### src/rtl/pipeline_hazard_ctrl_pkg.sv
// hazard_pkg: shared state encoding and MIPS constants for the hazard controller
package hazard_pkg;
  typedef enum logic {RUN = 1'b0, MC_WAIT = 1'b1} state_t;
  localparam logic [4:0] REG_ZERO = 5'd0;
  localparam logic [31:0] NOP_WORD = 32'h0000_0000;
endpackage

### src/rtl/pipeline_hazard_ctrl_if.sv
// pipeline_hazard_ctrl_if: decode/EX/MEM hazard inputs and pipeline register controls
interface pipeline_hazard_ctrl_if;
  logic [4:0] ID_rs;
  logic [4:0] ID_rt;
  logic       ID_UsesRs;
  logic       ID_UsesRt;
  logic       EX_R_Enable;
  logic       EX_RegWrite;
  logic [4:0] EX_DestReg;
  logic       EX_MultiCycle;
  logic       MEM_BranchTaken;
  logic       PCWrite;
  logic       IFID_Write;
  logic       IFID_Flush;
  logic       IDEX_Write;
  logic       IDEX_Flush;
  logic       EXMEM_Flush;
  logic       MC_Busy;
  modport master (
    output ID_rs, ID_rt, ID_UsesRs, ID_UsesRt, EX_R_Enable, EX_RegWrite, EX_DestReg,
           EX_MultiCycle, MEM_BranchTaken,
    input  PCWrite, IFID_Write, IFID_Flush, IDEX_Write, IDEX_Flush, EXMEM_Flush, MC_Busy
  );
  modport slave (
    input  ID_rs, ID_rt, ID_UsesRs, ID_UsesRt, EX_R_Enable, EX_RegWrite, EX_DestReg,
           EX_MultiCycle, MEM_BranchTaken,
    output PCWrite, IFID_Write, IFID_Flush, IDEX_Write, IDEX_Flush, EXMEM_Flush, MC_Busy
  );
endinterface

### src/rtl/pipeline_hazard_ctrl_mc_counter.sv
// hazard_mc_counter: loadable down-counter with zero flag, saturating at zero
module hazard_mc_counter #(
  parameter int CNT_W = 3
) (
  input  logic             Clock,
  input  logic             Reset,
  input  logic             Load,
  input  logic             Dec,
  input  logic [CNT_W-1:0] LoadValue,
  output logic             Zero
);
  logic [CNT_W-1:0] count;
  always_ff @(posedge Clock) begin
    if (Reset) count <= '0;
    else if (Load) count <= LoadValue;
    else if (Dec && count != '0) count <= count - 1'b1;
  end
  assign Zero = count == '0;
endmodule

### src/rtl/pipeline_hazard_ctrl.sv
// pipeline_hazard_ctrl: load-use / multi-cycle / taken-branch stall and flush sequencer.
// HAZARD_PERF_CNT_EN adds StallCycles and FlushCount performance counters.
module pipeline_hazard_ctrl
  import hazard_pkg::*;
#(
  parameter int MC_LATENCY = 4,
  parameter int CNT_W      = 3
) (
  input logic Clock,
  input logic Reset,
  pipeline_hazard_ctrl_if.slave bus
`ifdef HAZARD_PERF_CNT_EN
  ,
  output logic [31:0] StallCycles,
  output logic [31:0] FlushCount
`endif
);
  localparam bit MC_EN = MC_LATENCY > 1;
  localparam logic [CNT_W-1:0] MC_LOAD = CNT_W'(MC_LATENCY > 1 ? MC_LATENCY - 2 : 0);
  state_t state, nextState;
  logic loadUse, mcLoad, mcDec, mcClear, mcZero;
  assign loadUse = bus.EX_R_Enable && bus.EX_RegWrite && bus.EX_DestReg != REG_ZERO &&
                   ((bus.ID_UsesRs && bus.ID_rs == bus.EX_DestReg) ||
                    (bus.ID_UsesRt && bus.ID_rt == bus.EX_DestReg));
  hazard_mc_counter #(.CNT_W(CNT_W)) u_mc_counter (
    .Clock(Clock),
    .Reset(Reset || mcClear),
    .Load(mcLoad),
    .Dec(mcDec),
    .LoadValue(MC_LOAD),
    .Zero(mcZero)
  );
  always_ff @(posedge Clock) begin
    if (Reset) state <= RUN;
    else state <= nextState;
  end
  // Branch aborts everything younger, including an in-flight multi-cycle op
  always_comb begin
    nextState       = state;
    mcLoad          = 1'b0;
    mcDec           = 1'b0;
    mcClear         = 1'b0;
    bus.PCWrite     = 1'b1;
    bus.IFID_Write  = 1'b1;
    bus.IDEX_Write  = 1'b1;
    bus.IFID_Flush  = 1'b0;
    bus.IDEX_Flush  = 1'b0;
    bus.EXMEM_Flush = 1'b0;
    bus.MC_Busy     = 1'b0;
    if (bus.MEM_BranchTaken) begin
      bus.IFID_Flush  = 1'b1;
      bus.IDEX_Flush  = 1'b1;
      bus.EXMEM_Flush = 1'b1;
      nextState       = RUN;
      mcClear         = 1'b1;
    end else if (state == MC_WAIT || (MC_EN && bus.EX_MultiCycle)) begin
      if (state == MC_WAIT && mcZero) begin
        nextState = RUN;
      end else begin
        bus.PCWrite     = 1'b0;
        bus.IFID_Write  = 1'b0;
        bus.IDEX_Write  = 1'b0;
        bus.EXMEM_Flush = 1'b1;
        bus.MC_Busy     = 1'b1;
        nextState       = MC_WAIT;
        mcLoad          = state == RUN;
        mcDec           = state == MC_WAIT;
      end
    end else if (loadUse) begin
      bus.PCWrite    = 1'b0;
      bus.IFID_Write = 1'b0;
      bus.IDEX_Flush = 1'b1;
    end
  end
`ifdef HAZARD_PERF_CNT_EN
  always_ff @(posedge Clock) begin
    if (Reset) begin
      StallCycles <= '0;
      FlushCount  <= '0;
    end else begin
      StallCycles <= StallCycles + {31'd0, !bus.PCWrite};
      FlushCount  <= FlushCount + {31'd0, bus.MEM_BranchTaken};
    end
  end
`endif
endmodule
### src/flat_wrapper.sv
// flat-port wrapper written by rule: the top's interface ports become plain ports
module pipeline_hazard_ctrl_flat import hazard_pkg::*;
#(
  parameter int MC_LATENCY = 4,
  parameter int CNT_W      = 3
)
  (Clock, Reset, bus_ID_rs, bus_ID_rt, bus_ID_UsesRs, bus_ID_UsesRt, bus_EX_R_Enable, bus_EX_RegWrite, bus_EX_DestReg, bus_EX_MultiCycle, bus_MEM_BranchTaken, bus_PCWrite, bus_IFID_Write, bus_IFID_Flush, bus_IDEX_Write, bus_IDEX_Flush, bus_EXMEM_Flush, bus_MC_Busy);
  pipeline_hazard_ctrl_if bus_i ();
  input logic Clock;
  input logic Reset;
  input wire logic [$bits(bus_i.ID_rs)-1:0] bus_ID_rs;
  input wire logic [$bits(bus_i.ID_rt)-1:0] bus_ID_rt;
  input wire logic [$bits(bus_i.ID_UsesRs)-1:0] bus_ID_UsesRs;
  input wire logic [$bits(bus_i.ID_UsesRt)-1:0] bus_ID_UsesRt;
  input wire logic [$bits(bus_i.EX_R_Enable)-1:0] bus_EX_R_Enable;
  input wire logic [$bits(bus_i.EX_RegWrite)-1:0] bus_EX_RegWrite;
  input wire logic [$bits(bus_i.EX_DestReg)-1:0] bus_EX_DestReg;
  input wire logic [$bits(bus_i.EX_MultiCycle)-1:0] bus_EX_MultiCycle;
  input wire logic [$bits(bus_i.MEM_BranchTaken)-1:0] bus_MEM_BranchTaken;
  output wire logic [$bits(bus_i.PCWrite)-1:0] bus_PCWrite;
  output wire logic [$bits(bus_i.IFID_Write)-1:0] bus_IFID_Write;
  output wire logic [$bits(bus_i.IFID_Flush)-1:0] bus_IFID_Flush;
  output wire logic [$bits(bus_i.IDEX_Write)-1:0] bus_IDEX_Write;
  output wire logic [$bits(bus_i.IDEX_Flush)-1:0] bus_IDEX_Flush;
  output wire logic [$bits(bus_i.EXMEM_Flush)-1:0] bus_EXMEM_Flush;
  output wire logic [$bits(bus_i.MC_Busy)-1:0] bus_MC_Busy;
  assign bus_i.ID_rs = bus_ID_rs;
  assign bus_i.ID_rt = bus_ID_rt;
  assign bus_i.ID_UsesRs = bus_ID_UsesRs;
  assign bus_i.ID_UsesRt = bus_ID_UsesRt;
  assign bus_i.EX_R_Enable = bus_EX_R_Enable;
  assign bus_i.EX_RegWrite = bus_EX_RegWrite;
  assign bus_i.EX_DestReg = bus_EX_DestReg;
  assign bus_i.EX_MultiCycle = bus_EX_MultiCycle;
  assign bus_i.MEM_BranchTaken = bus_MEM_BranchTaken;
  assign bus_PCWrite = bus_i.PCWrite;
  assign bus_IFID_Write = bus_i.IFID_Write;
  assign bus_IFID_Flush = bus_i.IFID_Flush;
  assign bus_IDEX_Write = bus_i.IDEX_Write;
  assign bus_IDEX_Flush = bus_i.IDEX_Flush;
  assign bus_EXMEM_Flush = bus_i.EXMEM_Flush;
  assign bus_MC_Busy = bus_i.MC_Busy;
  pipeline_hazard_ctrl #(.MC_LATENCY(MC_LATENCY), .CNT_W(CNT_W)) u_core (.Clock(Clock), .Reset(Reset), .bus(bus_i));
endmodule
### config.mk
export PLATFORM = sky130hd
export DESIGN_NAME = pipeline_hazard_ctrl_flat
export DESIGN_NICKNAME = d
export VERILOG_FILES = /design/src/rtl/pipeline_hazard_ctrl_pkg.sv /design/src/rtl/pipeline_hazard_ctrl_if.sv /design/src/rtl/pipeline_hazard_ctrl_mc_counter.sv /design/src/rtl/pipeline_hazard_ctrl.sv /design/src/flat_wrapper.sv
export SDC_FILE = /design/constraint.sdc
export NUM_CORES = 1
export LEC_CHECK = 0
export CORE_MARGIN = 3
export CORE_UTILIZATION = 25
export CTS_CLUSTER_SIZE = 12
export DETAILED_ROUTE_END_ITERATION = 12
export PLACE_DENSITY_LB_ADDON = 0.1
export SYNTH_ARGS = -nofsm -noshare
export SYNTH_HDL_FRONTEND = slang
export SYNTH_SLANG_ARGS = --single-unit
export TNS_END_PERCENT = 30
### constraint.sdc
create_clock -name Clock -period 5.2 [get_ports Clock]
set_input_delay 1.3 -clock Clock [delete_from_list [all_inputs] [get_ports Clock]]
set_output_delay 1.3 -clock Clock [all_outputs]
set_load 0.01 [all_outputs]
Fig. 1: run 1, layout detail
Window x 8 to 38, y 8 to 38 µm. Cells in gray, sequential cells in the stronger gray; small squares are vias.
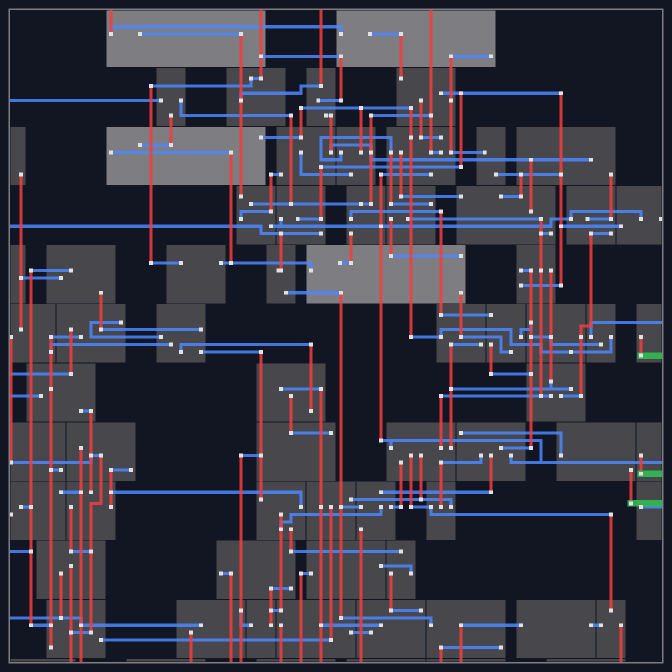
legend:
  metal 3:
    color: green
  metal 1:
    color: blue
  metal 2:
    color: red
netlist names of flops here include: `u_core.u_mc_counter.count` (3), `u_core.state` (1)
cells with their middle in the window: 58
sequential cells in the window: 4
most frequent: xnor2_1 (10), clkdlybuf4s50_1 (8), dfxtp_1 (4)

Fig. 2: run 1, port wiring
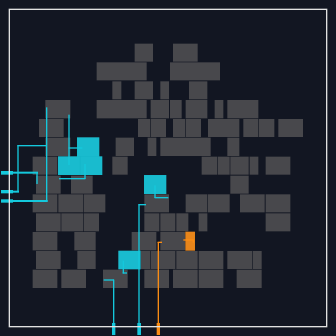
legend:
  `bus_ID_UsesRs`:
    color: orange
    direction: input
    end_cells: 1
    buffers: 1
    wire: 13.9 µm
  `bus_ID_rt`:
    color: cyan
    direction: input
    end_cells: 5
    buffers: 5
    wire: 80.9 µm

Fig. 3: run 1, cells by drive strength
The bar under the picture is 10 µm long.
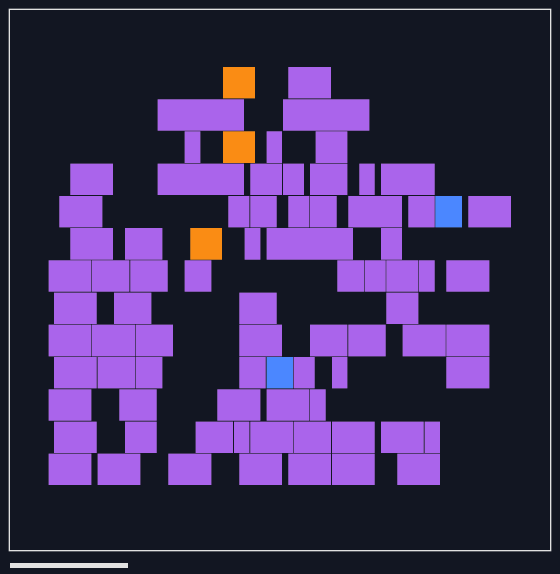
legend:
  _3 and _4 cells:
    color: orange
    cells: 3
    most_used: clkbuf_4
  _0 and _1 cells:
    color: purple
    cells: 75
    most_used: clkdlybuf4s50_1
  _2 cells:
    color: blue
    cells: 2

Fig. 4: run 1, wiring by layer
The bar under the picture is 10 µm long.
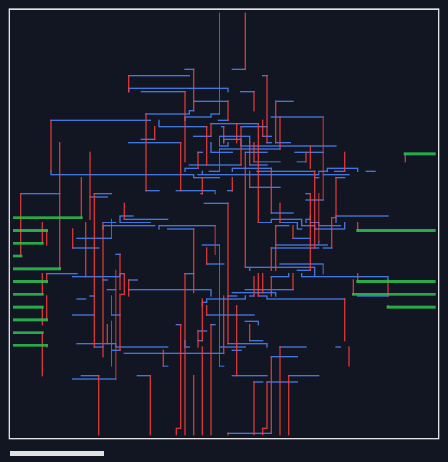
legend:
  metal 1:
    color: blue
    wire_length: 445 µm
  metal 2:
    color: red
    wire_length: 495 µm
  metal 3:
    color: green
    wire_length: 71.3 µm
Via Count: 447
DR WL/cell: 10.6 µm
GRT Total Usage: 0.105
Routed WL: 1.01 mm

==> out/results.tsv, run 1 <==
stage	metric	value	unit
die	die_w	45.6	µm
grt	antenna_found_initial	0	
final_timing	fin_crit	4.57	ns
detailed_routing	m1WireLength	444	µm
layout	lay_top_count	clkdlybuf4s50_1	
grt	grt.busiest_layer	met2	
place	dpl_cell_area	686	µm²
die	ios	30	
final_timing	fin_crit_sh	0.879	
detailed_routing	drt-initial-drc-count	0	
worst_setup_path	arrival	3.27	ns
grt	overflow	0	
logic_synthesis	ys_cells	50	
layout	layout_top_cells	clkdlybuf4s50_1, xnor2_1, dfxtp_1	
detailed_routing	drcViolationCount	0	
power_and_ir_drop	vdd_drop_max	0.0781	mV
layout	finalInstanceArea	708	µm²
detailed_routing	dr.pass1.iters	1	
logic_synthesis	yosysMostFrequentCell	xnor2_1	
power_and_ir_drop	p_switching	29.5	µW
worst_setup_path	worstSetupPathType	in -> out	
layout	comb_cells	41	
worst_setup_path	crit_chain	clkdlybuf4s50_1, or4_1, nor2_2, a2111oi_0, a21oi_1, clkdlybuf4s50_1	
layout	dominant_cells	non-clock buffers	
worst_setup_path	startpoint_type	input pin	
final_timing	fin_tns_setup	0	ns
place	dp.cells	92	
layout	inverters	3	
worst_setup_path	r2r_start	u_core.u_mc_counter.count[0]	
status	status	complete, no violations	
grt	use_met1	0.129	
logic_synthesis	synthArstFlopShare	0	
final_timing	max_freq	0.219	GHz
worst_setup_path	crit_fanout	3	
logic_synthesis	syn_area_per_cell	7.83	µm²
worst_setup_path	cp.depth	6	
layout	top_regs	u_core.u_mc_counter.count: 3 flops, u_core.state: 1 flops	
clocking	cts_tree	done	
worst_setup_path	critical-path-max-stage-delay	0.57	ns
power_and_ir_drop	pwr-share-comb	0.399	
logic_synthesis	synthCells	50	
logic_synthesis	aoi_share	0.179	
clocking	cts_buffers	3	
final_timing	finalClockSkew	0.00289	ns
logic_synthesis	syn-cell-area	392	µm²
clocking	holdBufCountCts	0	
worst_setup_path	crit_family	buffers and inverters	
die	floorplan.tapcells	15	
Fig. 5: run 1, the clock network
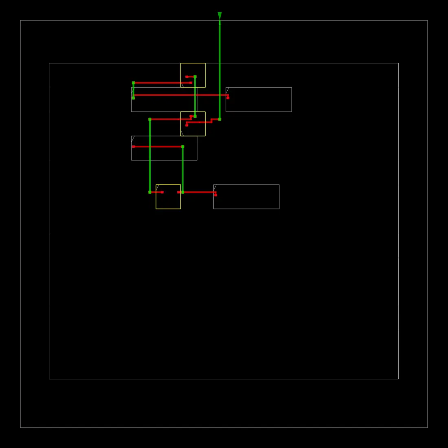

==> run 1 -> run 2 <==
- REMOVE_ABC_BUFFERS: unset -> 1
Fig. 6: run 2, the clock network
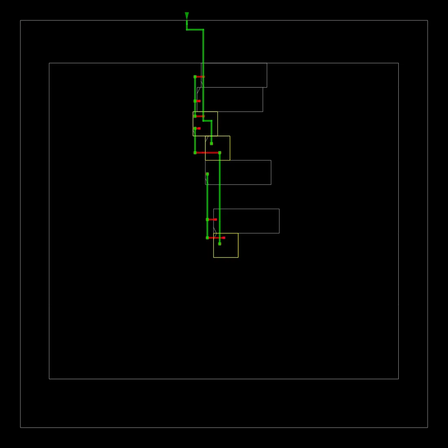
Inserted Clock Buffers: 3
clk_lat worst skew: 0.22 ns
worst clock skew: 0.00120 ns
clk sink count: 4
# clk buffers: 3

==> out/results.tsv, run 2 <==
stage	metric	value	unit	change
grt	grt_usage	0.110		+0.00474
worst_setup_path	critical-path-max-stage-delay	0.56	ns	about the same
status	status	complete, no violations		
clocking	holdBufCountCts	0		unchanged
final_timing	max_freq	0.219	GHz	+0.27%
place	dp.cells	92		unchanged
worst_setup_path	arrival	3.26	ns	about the same
layout	finalInstanceArea	708	µm²	unchanged
die	die_w	45.6	µm	unchanged
worst_setup_path	crit_fanout	3		unchanged
detailed_routing	avgRoutedWirePerCell	10.6	µm	-0.20%
final_timing	fin_crit_sh	0.877		-0.00235
die	floorplan.tapcells	15		unchanged
logic_synthesis	yosysMostFrequentCell	xnor2_1		
final_timing	fin_tns_setup	0	ns	unchanged
layout	top_regs	u_core.u_mc_counter.count: 3 flops, u_core.state: 1 flops		
final_timing	fin_crit	4.56	ns	-0.0122 ns
logic_synthesis	syn_area_per_cell	7.83	µm²	unchanged
detailed_routing	dr.pass1.iters	3		+2
worst_setup_path	r2r_start	u_core.u_mc_counter.count[0]		
detailed_routing	vias	453		+1.3%
detailed_routing	drt-initial-drc-count	2		+2
detailed_routing	routed_wl	1.01	mm	-0.20%
place	dpl_cell_area	686	µm²	unchanged
logic_synthesis	synthCells	50		unchanged
power_and_ir_drop	pwr-share-comb	0.406		+0.007
detailed_routing	drcViolationCount	0		unchanged
power_and_ir_drop	p_switching	27.3	µW	-7.5%
worst_setup_path	crit_family	buffers and inverters		
layout	dominant_cells	non-clock buffers		
clocking	cts_tree	done		
detailed_routing	m1WireLength	351	µm	-21%
grt	overflow	0		unchanged
grt	grt.busiest_layer	met2		
logic_synthesis	aoi_share	0.179		unchanged
==> run 2 -> run 3 <==
- CAP_MARGIN: unset -> 10
Fig. 7: run 3, port wiring
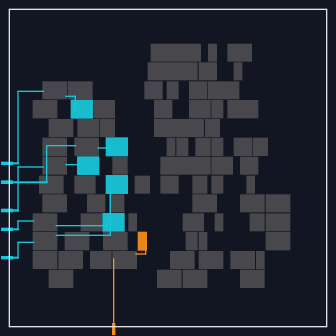
legend:
  `bus_ID_rt`:
    color: cyan
    direction: input
    end_cells: 5
    buffers: 5
    wire: 79.2 µm
  `bus_ID_UsesRs`:
    color: orange
    direction: input
    end_cells: 1
    buffers: 1
    wire: 12.4 µm
IO Count: 30
number of port buffers: 29

==> out/results.tsv, run 3 <==
stage	metric	value	unit	change
place	dp.cells	92		unchanged
status	status	complete, no violations		
worst_setup_path	r2r_start	u_core.u_mc_counter.count[0]		
clocking	cts.sinks	4		unchanged
power_and_ir_drop	pwr-share-comb	0.406		about the same
layout	dominant_cells	non-clock buffers		
final_timing	fin_crit	4.56	ns	unchanged
worst_setup_path	crit_family	buffers and inverters		
detailed_routing	routed_wl	1.01	mm	unchanged
clocking	cts_tree	done		
power_and_ir_drop	p_switching	27.3	µW	unchanged
final_timing	finalClockSkew	0.00120	ns	unchanged
clocking	cts_buffers	3		unchanged
worst_setup_path	critical-path-max-stage-delay	0.56	ns	about the same
die	floorplan.tapcells	15		unchanged
logic_synthesis	syn_area_per_cell	7.83	µm²	unchanged
final_timing	fin_tns_setup	0	ns	unchanged
worst_setup_path	arrival	3.26	ns	about the same
worst_setup_path	crit_fanout	3		unchanged
final_timing	rsz0062_at_grt	false		
layout	top_regs	u_core.u_mc_counter.count: 3 flops, u_core.state: 1 flops		
grt	grt.busiest_layer	met2		
detailed_routing	avgRoutedWirePerCell	10.6	µm	unchanged
logic_synthesis	aoi_share	0.179		unchanged
place	dpl_cell_area	686	µm²	unchanged
detailed_routing	drcViolationCount	0		unchanged
clocking	clk_latency	0.22	ns	about the same
clocking	holdBufCountCts	0		unchanged
detailed_routing	viasPerCell	4.77		
detailed_routing	m1WireLength	351	µm	unchanged
final_timing	max_freq	0.219	GHz	unchanged
die	die_w	45.6	µm	unchanged
Power and IR drop assume default switching activity.
